Design gauss_instr_gen, sky130hd; sources not shown.
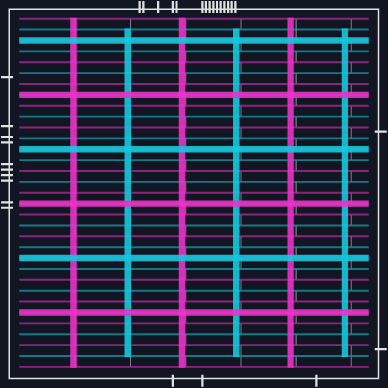
**Above:** run 1 (supply network).
(4 px per um) Pins as bars on the die edge. Tap cells in gray.
legend:
  VSS:
    color: magenta
  VDD:
    color: cyan
tap cells: 102
rows: 32
signal pins: 30
VDD IR-drop max: 311 uV
core footprint: 7610 um2
Die W: 91.9 um

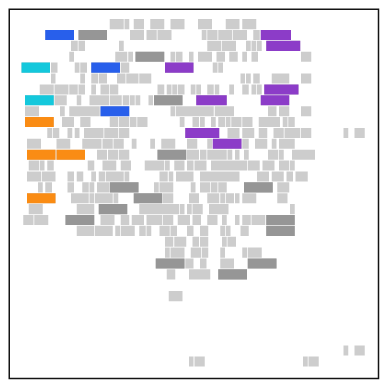
**Above:** run 1 (where the registers sit).
(4 px per um) Other sequential cells in the stronger gray, the rest of the logic in the fainter gray.
legend:
  instr_opcode:
    color: cyan
    flops: 2
  r_n_pix:
    color: purple
    flops: 8
  instr_imm:
    color: orange
    flops: 4
    where: left middle
  r_state:
    color: blue
    flops: 3
not colored: 14
P_seq: 0.507 mW
Core Util, Final: 34.8%
register area: 634 um2
sequential share of cell area: 24.0%

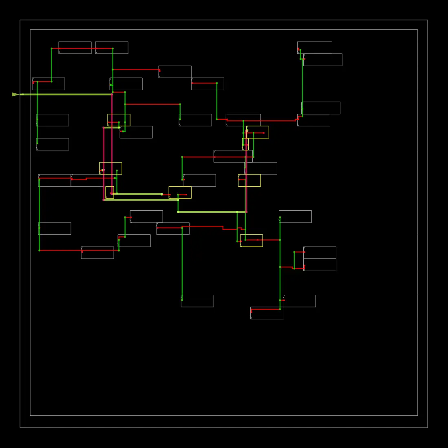
**Above:** run 1 (clock routing).
FFs & Latches: 31
number of clock buffers in the layout: 7

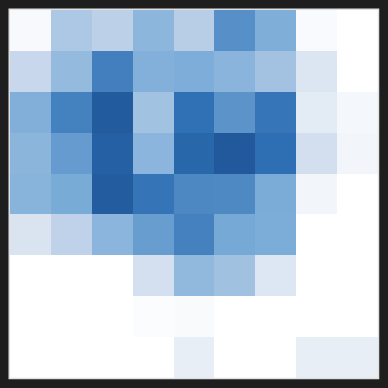
**Above:** run 1 (local utilization).
(4 px per um) 9 x 9 tiles, from white (low) to dark blue (high), 0 to 100% covered.
tiles over 75% full: 6.2%
mean over tiles: 30%
emptiest ninth of the die: bottom left
Initial Util: 25.4%

==> out/qor.yml, run 1 <==
power:
  power_leader: "sequential cells"
  p_clk_share_pct: 29.2
  powerDensity_nw_per_um2: 501
  p_clk_mw: 0.387
  p_int_mw: 0.879
place:
  post-place-ws_ns: 0.156
  port_buffers: 23
outcome:
  status: "completed"
flow_run:
  max_cap_violations: 0
  warnings: 33
grt:
  grt_pass1_wl_um: 8290
  track_usage_pct: 12.0
  grt_overflow: 0
drt:
  via_per_inst: 4.76
  dr.pass1.iters: 4
  routedWlPerCell_um: 13.0
  drc: 0
  wirelength_um: 5160
  vias: 1893
yosys:
  top_cell_area_share_pct: 32.1
  ys.flops: 31
  async_reset_ff_share_pct: 0
  yosys.area.top_type: "dfxtp_1"
  synth_cell_types: 46
  synthTopCellsByArea: "dfxtp_1 (32%), nand2_1 (6.8%), ha_1 (5.2%)"
  ys_cells: 246
  yosys-stat-area_um2: 1930
finish:
  nets: 316
  layout-drive-gt1-share_pct: 19.6
  syn2layout_area_growth_pct: 36.8
  final_cell_mix: "nand2_1 (35), dfxtp_1 (26), buf_4 (23), clkdlybuf4s50_1 (23), nor2_1 (22)"
  n_antenna_cell: 0
final_timing:
  relSlewSlack_pct: 62.9
  setup_viol: 0
  tns_ns: 0
floorplan:
  rows: 32
cts:
  ctsHoldBuffers: 0
  root_buffer: "clkbuf_8"
  clkTransAtPathRegs_ns: 0.07
  cts_setup_buffers: 6
  cts_sinks: 31
critical_path:
  critPathSlowestCell: "or4_4"
  critPathTopFamily: "simple AND/OR/NAND/NOR gates"
  rr_worst_depth: 7
  cp_slowest_stage_delay_ns: 0.53
  worstSetupPathType: "register to register"
hold_path:
  holdPathStages: 2
run 1: final cells by class:
| class | count | share of cell area, % |
|---|---|---|
| multi-input combinational | 195 | 50.2 |
| sequential | 31 | 24.0 |
| timing repair buffer | 37 | 12.7 |
| tap | 102 | 4.82 |
| buffer | 16 | 3.55 |
| clock buffer | 7 | 3.26 |
| inverter | 9 | 1.28 |
| clock inverter | 1 | 0.189 |
run 1: Yosys cell counts, types with 2 or more instances:
cell and instances:
o21ai_0 4, nor4_1 5, xnor2_1 5, a311oi_1 3, ha_1 8, nor2_1 23
nand4_1 3, dfxtp_1 31, nor2b_1 3, and2_1 2, buf_4 9, o211ai_1 3
nand3b_1 4, and3_1 5, a211oi_1 2, nand2_1 35, a21oi_1 19, inv_1 9
a32o_1 2, mux2i_1 8, nand2b_1 2, o31ai_1 2, nor3_1 11, clkbuf_1 7
a2111oi_0 2, nand3_1 8, or3_1 6, o21a_1 2, xor2_1 6
run 1: tightest hold or removal path: stages, from the launching register on:
cell,delay [ns]
dfxtp_1,0.31
nand2_1,0.05
a21oi_1,0.06
run 1: logic make-up after synthesis:
logic type / count (synthesis) / synth area share [%]
flops: 31 / 32.1
xor+xnor: 11 / 4.98
fa+ha+maj: 8 / 5.18
other cells: 1 / 0.194
mux: 8 / 4.14
simple gates: 112 / 28.3
compound gates: 50 / 18.5
buf+inv: 25 / 6.60
run 1: per-layer routing:
metal / wire, um / track usage (%) / vias up / part of all wire (%)
met2: 2420 / 19.5 / 27 / 47
li1: - / - / 967 / -
met3: 171 / 2.63 / 7 / 3.3
met4: 57 / 2.99 / 0 / 1.1
met1: 2520 / 16.1 / 892 / 49
met5: 0 / 0 / - / 0
--- run 2 (diff from run 1) ---
--- a/config.mk
+++ b/config.mk
@@ -10,6 +10,7 @@
 export DETAILED_ROUTE_END_ITERATION = 8
 export GPL_ROUTABILITY_DRIVEN = 0
 export GPL_TIMING_DRIVEN = 0
+export MAX_ROUTING_LAYER = met4
 export SETUP_SLACK_MARGIN = 0.4
 export SLEW_MARGIN = 25
 export SYNTH_ARGS = -nofsm -noshare
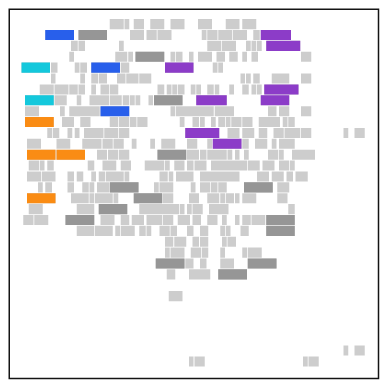
**Above:** run 2 (where the registers sit).
(4 px per um) Other sequential cells in the stronger gray, the rest of the logic in the fainter gray.
legend:
  instr_opcode:
    color: cyan
    flops: 2
  r_n_pix:
    color: purple
    flops: 8
  r_state:
    color: blue
    flops: 3
  instr_imm:
    color: orange
    flops: 4
    where: left middle
sequential share of cell area: 24.0%
Core Util, Final: 34.8%

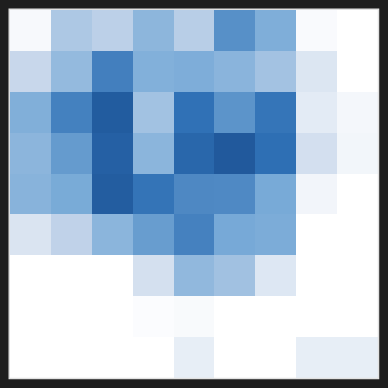
**Above:** run 2 (local utilization).
(4 px per um) 9 x 9 tiles, from white (low) to dark blue (high), 0 to 100% covered.
tiles over 75% full: 6.2%
fullest tile: 83%
mean over tiles: 30%

==> run 2 against run 1 <==
  * Combinational power barely moved
  * Non-clock buffer count unchanged
  * Sequential share of layout area about the same
  * Routed wire length decreased by 0.25%
  * Highest routed layer unchanged
  * Clock power barely moved
  * Synthesized cell count did not move
  * Sequential power hardly changed
  * Count of clock-buffer cells in the layout unchanged
  * Design area about the same
  * Critical endpoint unchanged
  * Die size unchanged
  * Critical path type unchanged
==> out/qor.yml, run 2 <==
finish:
  layout.nonclk_buf_share_pct: 16.3  # +0.040 points
  comb_cells: 195  # unchanged
  clkbuf_count: 7  # unchanged
  flop_area_um2: 634  # unchanged
  n_antenna_cell: 0  # unchanged
  final_cell_mix: "nand2_1 (35), dfxtp_1 (26), buf_4 (23), clkdlybuf4s50_1 (23), nor2_1 (22)"
  syn2layout_area_growth_pct: 36.9  # about the same
  nets: 316  # unchanged
  comb_share_pct: 50.2  # about the same
  inverters_excl_clock: 9  # unchanged
  top_area_cell_class: "logic gates"
  clock_area_share_pct: 3.45  # about the same
  layout-drive-gt1-share_pct: 19.9  # +0.34 points
  buffers_excl_clock: 53  # unchanged
hold_path:
  holdPathStages: 2  # unchanged
final_timing:
  relSlewSlack_pct: 63.0  # about the same
  tns_ns: 0  # unchanged
drt:
  drc: 0  # unchanged
  dr.pass1.iters: 5  # +1
  routedWlPerCell_um: 12.9  # -0.25%
  vias: 1893  # unchanged
  wirelength_um: 5150  # -0.25%
  via_per_inst: 4.76  # unchanged
floorplan:
  rows: 32  # unchanged
  dieWidth_um: 91.9  # unchanged
  core_util_floorplan_pct: 25.4  # unchanged
  core_um2: 7610  # unchanged
  taps: 102  # unchanged
yosys:
  top_cell_area_share_pct: 32.1  # unchanged
  ys_top_cells_by_count: "nand2_1 (35), dfxtp_1 (31), nor2_1 (23), a21oi_1 (19), nor3_1 (11)"
  synth_cell_types: 46  # unchanged
  yosys.area.top_type: "dfxtp_1"
  ys.flops: 31  # unchanged
  yosys-stat-area_um2: 1930  # unchanged
  async_reset_ff_share_pct: 0  # unchanged
  synthTopCellsByArea: "dfxtp_1 (32%), nand2_1 (6.8%), ha_1 (5.2%)"
grt:
  grt_pass1_wl_um: 8290  # unchanged
  grt_overflow: 0  # unchanged
  track_usage_pct: 12.3  # +0.35 points
power:
  ir_drop_uv: 311  # about the same
cts:
  root_buffer: "clkbuf_8"
  clkTransAtPathRegs_ns: 0.07  # about the same
  ctsHoldBuffers: 0  # unchanged
critical_path:
  rr_worst_depth: 7  # unchanged
flow_run:
  max_cap_violations: 0  # unchanged
  warnings: 33  # unchanged
outcome:
  status: "completed"
place:
  port_buffers: 23  # unchanged
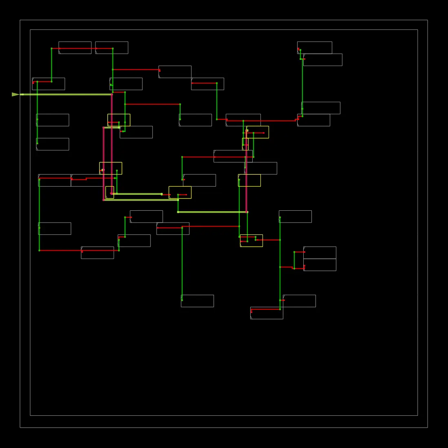
**Above:** run 2 (clock routing).
clk pwr: 0.388 mW
CTS Buf Count: 5

[run 2: cell counts after synthesis]
No cell type changed its count.
[run 2: metal layers]
metal,part of all wire (%),wire length (um),vias to the layer above,global-route usage [%]
li1,-,-,968,-
met3,3.4,174,7,2.47
met2,46,2400,35,19.5
met4,1.1,57,0,2.99
met5,0,0,-,-
met1,49,2520,883,16.3
[run 2: cell families after synthesis]
| group | count (synthesis) | synth area share (%) |
|---|---|---|
| compound gates | 50 | 18.5 |
| xor+xnor | 11 | 4.98 |
| fa+ha+maj | 8 | 5.18 |
| buf+inv | 25 | 6.60 |
| flops | 31 | 32.1 |
| mux | 8 | 4.14 |
| other cells | 1 | 0.194 |
| simple gates | 112 | 28.3 |
[run 2: stage by stage]
| stage | std cells | util (%) | setup slack (ns) |
|---|---|---|---|
| 6_report | 398 | 34.8 | 0.255 |
| 5_1_grt | 398 | 34.8 | 0.194 |
| 4_1_cts | 390 | 32.8 | 0.340 |
| 3_5_place_dp | 376 | 30.6 | 0.156 |
| 3_3_place_gp | 376 | 30.6 | 0.183 |
| 2_1_floorplan | 251 | - | 0.401 |
[run 2: critical path: stages, from the launching register on]
cell and delay [ns]:
dfxtp_4 0.35, or4_4 0.53, or3_4 0.39, a21oi_4 0.19, a2bb2oi_4 0.25, nand2_4 0.11, a311o_1 0.39, o22ai_1 0.16
[run 2: power by group]
part,switching (mW),internal (mW)
sequential,0.0234,0.483
clock,0.182,0.206
combinational,0.240,0.190
total,0.446,0.879
[run 2: timing repair]
item	CTS	global route
pin swaps	6	8
buffers inserted	6	8
hold endpoints to repair	0	0
endpoints found under the setup margin	15	15
resized	8	20
Power and IR drop assume default switching activity.
